### Placement by cell class

Scale: 1.5 px per um.
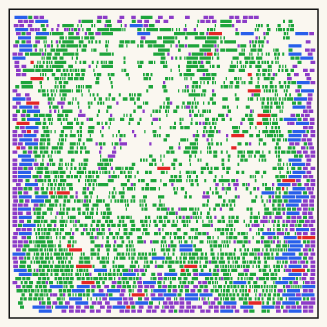
### Clock wires, drivers and flops

Scale: 2 px per um.
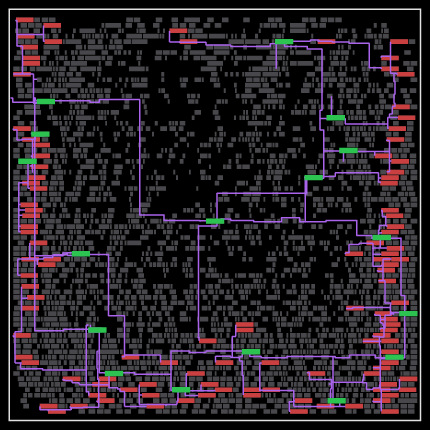
### The metal 3 layer

Scale: 2 px per um. Cells faint in the background.
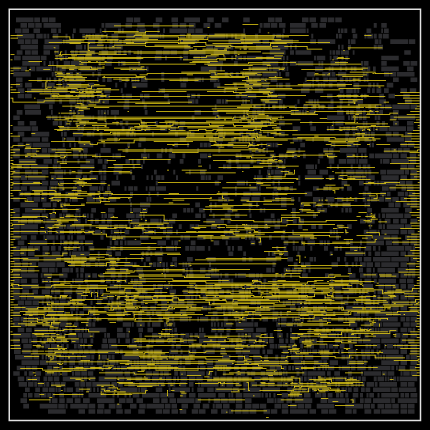
$ cat config.mk
export PLATFORM = sky130hd
export DESIGN_NAME = ex_stage
export DESIGN_NICKNAME = d
export VERILOG_FILES = /design/src/rtl/ex_stage.sv
export SDC_FILE = /design/constraint.sdc
export NUM_CORES = 1
export LEC_CHECK = 0
export CAP_MARGIN = 30
export CORE_UTILIZATION = 45
export CTS_CLUSTER_SIZE = 24
export DETAILED_ROUTE_END_ITERATION = 10
export GPL_TIMING_DRIVEN = 0
export PLACE_DENSITY = 0.71
export SYNTH_ARGS = -nofsm -noshare
export SYNTH_HDL_FRONTEND = slang
export SYNTH_SLANG_ARGS = --single-unit
export TNS_END_PERCENT = 1
$ cat constraint.sdc
create_clock -name clk -period 8.41 [get_ports clk]
set_input_delay 0.841 -clock clk [delete_from_list [all_inputs] [get_ports clk]]
set_output_delay 0.841 -clock clk [all_outputs]
set_load 0.02 [all_outputs]
$ cat src/rtl/ex_stage.sv
// Execute stage and EX/MEM pipeline register for the RV32I core.
// Computes ALU/link results, memory address and branch/jump outcome,
// drives the same-cycle redirect and forwarding paths, and registers
// results toward MEM.
`ifndef OpCodeLen
`define OpCodeLen 8
`endif
`ifndef OpSelLen
`define OpSelLen 3
`endif

module ex_stage #(
  parameter int XLEN = 32
) (
  input  logic                  clk,
  input  logic                  rst,
  input  logic [31:0]           r1_i,
  input  logic [31:0]           r2_i,
  input  logic [31:0]           imm_i,
  input  logic [31:0]           pc_i,
  input  logic [4:0]            rd_i,
  input  logic                  rd_enable_i,
  input  logic [`OpCodeLen-1:0] aluop_i,
  input  logic [`OpSelLen-1:0]  alusel_i,
  input  logic [4:0]            stall_signal,
  output logic [4:0]            rd_o,
  output logic                  rd_enable_o,
  output logic [31:0]           wdata_o,
  output logic [31:0]           mem_addr_o,
  output logic [31:0]           mem_wdata_o,
  output logic [`OpCodeLen-1:0] aluop_o,
  output logic [`OpSelLen-1:0]  alusel_o,
  output logic                  jump_flag_o,
  output logic [31:0]           jump_target_o,
  output logic                  fwd_enable_o,
  output logic [4:0]            fwd_rd_o,
  output logic [31:0]           fwd_data_o,
  output logic                  ex_is_load_o
);

  typedef logic [`OpCodeLen-1:0] op_t;
  localparam op_t OP_NOP  = op_t'(0);
  localparam op_t OP_ADD  = op_t'(1);
  localparam op_t OP_SUB  = op_t'(2);
  localparam op_t OP_AND  = op_t'(3);
  localparam op_t OP_OR   = op_t'(4);
  localparam op_t OP_XOR  = op_t'(5);
  localparam op_t OP_SLT  = op_t'(6);
  localparam op_t OP_SLTU = op_t'(7);
  localparam op_t OP_SLL  = op_t'(8);
  localparam op_t OP_SRL  = op_t'(9);
  localparam op_t OP_SRA  = op_t'(10);
  localparam op_t OP_LUI  = op_t'(11);
  localparam op_t OP_AUIPC= op_t'(12);
  localparam op_t OP_JAL  = op_t'(13);
  localparam op_t OP_JALR = op_t'(14);
  localparam op_t OP_BEQ  = op_t'(15);
  localparam op_t OP_BNE  = op_t'(16);
  localparam op_t OP_BLT  = op_t'(17);
  localparam op_t OP_BGE  = op_t'(18);
  localparam op_t OP_BLTU = op_t'(19);
  localparam op_t OP_BGEU = op_t'(20);
  localparam op_t OP_LB   = op_t'(21);
  localparam op_t OP_LH   = op_t'(22);
  localparam op_t OP_LW   = op_t'(23);
  localparam op_t OP_LBU  = op_t'(24);
  localparam op_t OP_LHU  = op_t'(25);
  localparam op_t OP_SB   = op_t'(26);
  localparam op_t OP_SH   = op_t'(27);
  localparam op_t OP_SW   = op_t'(28);

  localparam logic [`OpSelLen-1:0] SEL_LOAD = `OpSelLen'(6);

  logic        valid;
  logic        wen;
  logic        taken;
  logic        is_load;
  logic [31:0] res;
  logic [31:0] target;
  logic [31:0] maddr;
  logic [31:0] mwdata;
  logic        wen_final;
  logic [31:0] br_target;
  logic [31:0] mem_sum;

  assign br_target = pc_i + imm_i;
  assign mem_sum   = r1_i + imm_i;

  // Decode aluop and compute result, address and branch outcome.
  always_comb begin
    valid   = 1'b1;
    wen     = 1'b0;
    taken   = 1'b0;
    is_load = 1'b0;
    res     = '0;
    target  = '0;
    maddr   = '0;
    mwdata  = '0;
    case (aluop_i)
      OP_ADD:   begin res = r1_i + r2_i; wen = 1'b1; end
      OP_SUB:   begin res = r1_i - r2_i; wen = 1'b1; end
      OP_AND:   begin res = r1_i & r2_i; wen = 1'b1; end
      OP_OR:    begin res = r1_i | r2_i; wen = 1'b1; end
      OP_XOR:   begin res = r1_i ^ r2_i; wen = 1'b1; end
      OP_SLT:   begin res = {31'b0, $signed(r1_i) < $signed(r2_i)}; wen = 1'b1; end
      OP_SLTU:  begin res = {31'b0, r1_i < r2_i}; wen = 1'b1; end
      OP_SLL:   begin res = r1_i << r2_i[4:0]; wen = 1'b1; end
      OP_SRL:   begin res = r1_i >> r2_i[4:0]; wen = 1'b1; end
      OP_SRA:   begin res = $signed(r1_i) >>> r2_i[4:0]; wen = 1'b1; end
      OP_LUI:   begin res = imm_i; wen = 1'b1; end
      OP_AUIPC: begin res = br_target; wen = 1'b1; end
      OP_JAL:   begin res = pc_i + 32'd4; wen = 1'b1; taken = 1'b1; target = br_target; end
      OP_JALR:  begin res = pc_i + 32'd4; wen = 1'b1; taken = 1'b1; target = mem_sum & ~32'd1; end
      OP_BEQ:   begin taken = (r1_i == r2_i); target = br_target; end
      OP_BNE:   begin taken = (r1_i != r2_i); target = br_target; end
      OP_BLT:   begin taken = ($signed(r1_i) <  $signed(r2_i)); target = br_target; end
      OP_BGE:   begin taken = ($signed(r1_i) >= $signed(r2_i)); target = br_target; end
      OP_BLTU:  begin taken = (r1_i <  r2_i); target = br_target; end
      OP_BGEU:  begin taken = (r1_i >= r2_i); target = br_target; end
      OP_LB, OP_LH, OP_LW, OP_LBU, OP_LHU: begin
        maddr   = mem_sum;
        wen     = 1'b1;
        is_load = (alusel_i == SEL_LOAD);
      end
      OP_SB, OP_SH, OP_SW: begin maddr = mem_sum; mwdata = r2_i; end
      default:  valid = 1'b0;  // OP_NOP and unknown codes behave as a bubble
    endcase
  end

  assign wen_final     = valid && wen && rd_enable_i && (rd_i != 5'd0);
  assign jump_flag_o   = taken && !stall_signal[3];
  assign jump_target_o = jump_flag_o ? target : 32'd0;
  assign fwd_enable_o  = wen_final;
  assign fwd_rd_o      = valid ? rd_i : 5'd0;
  assign fwd_data_o    = res;
  assign ex_is_load_o  = is_load;

  // EX/MEM register: MEM stall holds, EX stall inserts a bubble, else capture.
  always_ff @(posedge clk or posedge rst) begin
    if (rst) begin
      rd_o        <= '0;
      rd_enable_o <= 1'b0;
      wdata_o     <= '0;
      mem_addr_o  <= '0;
      mem_wdata_o <= '0;
      aluop_o     <= '0;
      alusel_o    <= '0;
    end else if (stall_signal[4]) begin
      rd_o        <= rd_o;
      rd_enable_o <= rd_enable_o;
      wdata_o     <= wdata_o;
      mem_addr_o  <= mem_addr_o;
      mem_wdata_o <= mem_wdata_o;
      aluop_o     <= aluop_o;
      alusel_o    <= alusel_o;
    end else if (stall_signal[3] || !valid) begin
      rd_o        <= '0;
      rd_enable_o <= 1'b0;
      wdata_o     <= '0;
      mem_addr_o  <= '0;
      mem_wdata_o <= '0;
      aluop_o     <= '0;
      alusel_o    <= '0;
    end else begin
      rd_o        <= rd_i;
      rd_enable_o <= wen_final;
      wdata_o     <= res;
      mem_addr_o  <= maddr;
      mem_wdata_o <= mwdata;
      aluop_o     <= aluop_i;
      alusel_o    <= alusel_i;
    end
  end

endmodule

==> qor.rpt <==
CTS
--------------------------------------------------------------------------------------------------------
Post-CTS clock slew at the launch and capture registers of the worst setup and hold paths        0.06 ns
Clock H-tree levels                                                                                    4

LAYOUT
--------------------------------------------------------------------------------------------------------
Most frequent standard cell in the layout excluding fill and tap cells                      clkdlybuf4s50_1
Top Layout Cells                                                                            330 x clkdlybuf4s50_1, 234 x nand2_1, 183 x nor2_1

MIN PATH
--------------------------------------------------------------------------------------------------------
Min-Delay Path Class                                                                             reg2reg

POWER AND IR DROP
--------------------------------------------------------------------------------------------------------
Maximum resistive drop on vdd                                                                 0.000165 V
Sequential share of power                                                                          21.2%
Switching Share                                                                                    46.5%
Sequential logic power                                                                            550 uW

GLOBAL ROUTING
--------------------------------------------------------------------------------------------------------
Global-route wire length before repair                                                        161,000 um

YOSYS
--------------------------------------------------------------------------------------------------------
Most area-hungry cell type in the Yosys netlist                                                  dfrtp_1
Synth async-reset ratio                                                                             100%
Post-Synth AOI/OAI Area                                                                            33.5%
Mean instance size in the synthesized netlist                                                 7.66 sq um

SETUP PATH
--------------------------------------------------------------------------------------------------------
Crit path to                                                                                fwd_data_o[23]
Crit Path Category                                                                                in2out
Kind of end point of the critical path                                                        output pin
Peak fanout along the critical path                                                                   12

ROUTE
--------------------------------------------------------------------------------------------------------
Aggregate routed wire length                                                                  115,000 um
Number of routed nets with antenna violations                                                          0
Met1 layer wirelength in the final routing                                                     40,200 um

STA
--------------------------------------------------------------------------------------------------------
Fmax                                                                                           0.117 GHz
Setup WS post-layout                                                                           -0.119 ns
Final setup violating endpoints                                                                        1

PLACED DESIGN
--------------------------------------------------------------------------------------------------------
Worst slack at placement                                                                      -0.0645 ns
Weighted congestion reported at the end of routability-driven placement                             1.16

OUTCOME
--------------------------------------------------------------------------------------------------------
Violations in the final reports                                                             negative setup slack
Run status                                                                                  finished, violations left

FLOORPLAN
--------------------------------------------------------------------------------------------------------
Height of the die                                                                                 205 um

Back to the opening pictures, 'Placement by cell class':
clock drivers and dummy loads -> red  # cells 32, share of their area 2.5%
remaining logic cells -> green  # cells 2,135, share of their area 66%
remaining buffers and delay cells -> purple  # cells 521, share of their area 19%
registers -> blue  # cells 113, share of their area 12%

Back to the opening pictures, 'Clock wires, drivers and flops':
flip-flops -> red  # count 113
clock wires -> purple  # length 2,510 um
clock-net drivers -> green  # count 17
flops lie = widely spread
routed clock nets = 18
clock insertion delay at the later pin of the skew report: 0.50 ns
part of the power in the clock network: 29.9%
Clk. pwr: 776 uW
worst clock skew: 0 ns

Back to the opening pictures, 'The metal 3 layer':
longest straight run = 121 um
nets with wire on the layer = 872
share of all routed wire = 14%
wire length on this layer = 16,500 um

[through the flow]
| stage | area [sq um] | util, % |
|---|---|---|
| 2_1_floorplan | 18500 | - |
| 3_3_place_gp | 22500 | 55.9 |
| 3_5_place_dp | 22600 | 56.2 |
| 4_1_cts | 23200 | 57.7 |
| 5_1_grt | 23300 | 58.1 |
| 6_report | 23300 | 58.1 |
[cell usage after synthesis (all sizes together), types with 7 or more instances]
master     n
nand2    234
nor2     184
a21oi    161
ha       160
o21ai    154
inv      130
clkbuf   126
dfrtp    113
a22o      96
nand3     71
nor3      71
mux2i     54
xnor2     54
mux4      50
a21o      48
o211ai    45
buf       44
a211oi    42
a22oi     42
and3      31
xor2      30
a221oi    28
nand4     27
or3       25
and2      24
nand2b    23
nor4      21
a31oi     20
o31ai     20
o221ai    19
a221o     18
o21bai    17
or2       16
a2111oi   15
o2111ai   14
o21a      14
o22ai     14
nor2b     13
mux2      11
a211o      9
a32oi      9
o211a      9
o311ai     8
or4        7
[area by class of cell]
class                           instances  area [sq um]  share of cell area (%)
Antenna cell                            2          5.00                  0.0214
Clock buffer                           17           425                    1.82
Sequential cell                       113          2830                    12.1
Multi-Input combinational cell       2005         14500                    62.2
Clock inverter                         15           150                   0.643
Timing Repair Buffer                  351          3560                    15.2
Inverter                              130           490                    2.10
Buffer                                170           698                    2.99
Tap cell                              525           657                    2.81
[sequential cells by signal (all words and copies together), names as in the netlist]
name / flops
mem_addr_o: 32
mem_wdata_o: 32
wdata_o: 32
aluop_o: 8
rd_o: 5
alusel_o: 3
rd_enable_o: 1
[what timing repair did]
action                                 4_1_cts  5_1_grt
setup endpoints to repair                    2       12
gates cloned                                 0        0
pin swaps                                    0        0
resized                                      1        3
endpoints found under the hold margin        0        0
Power and IR drop assume default switching activity.
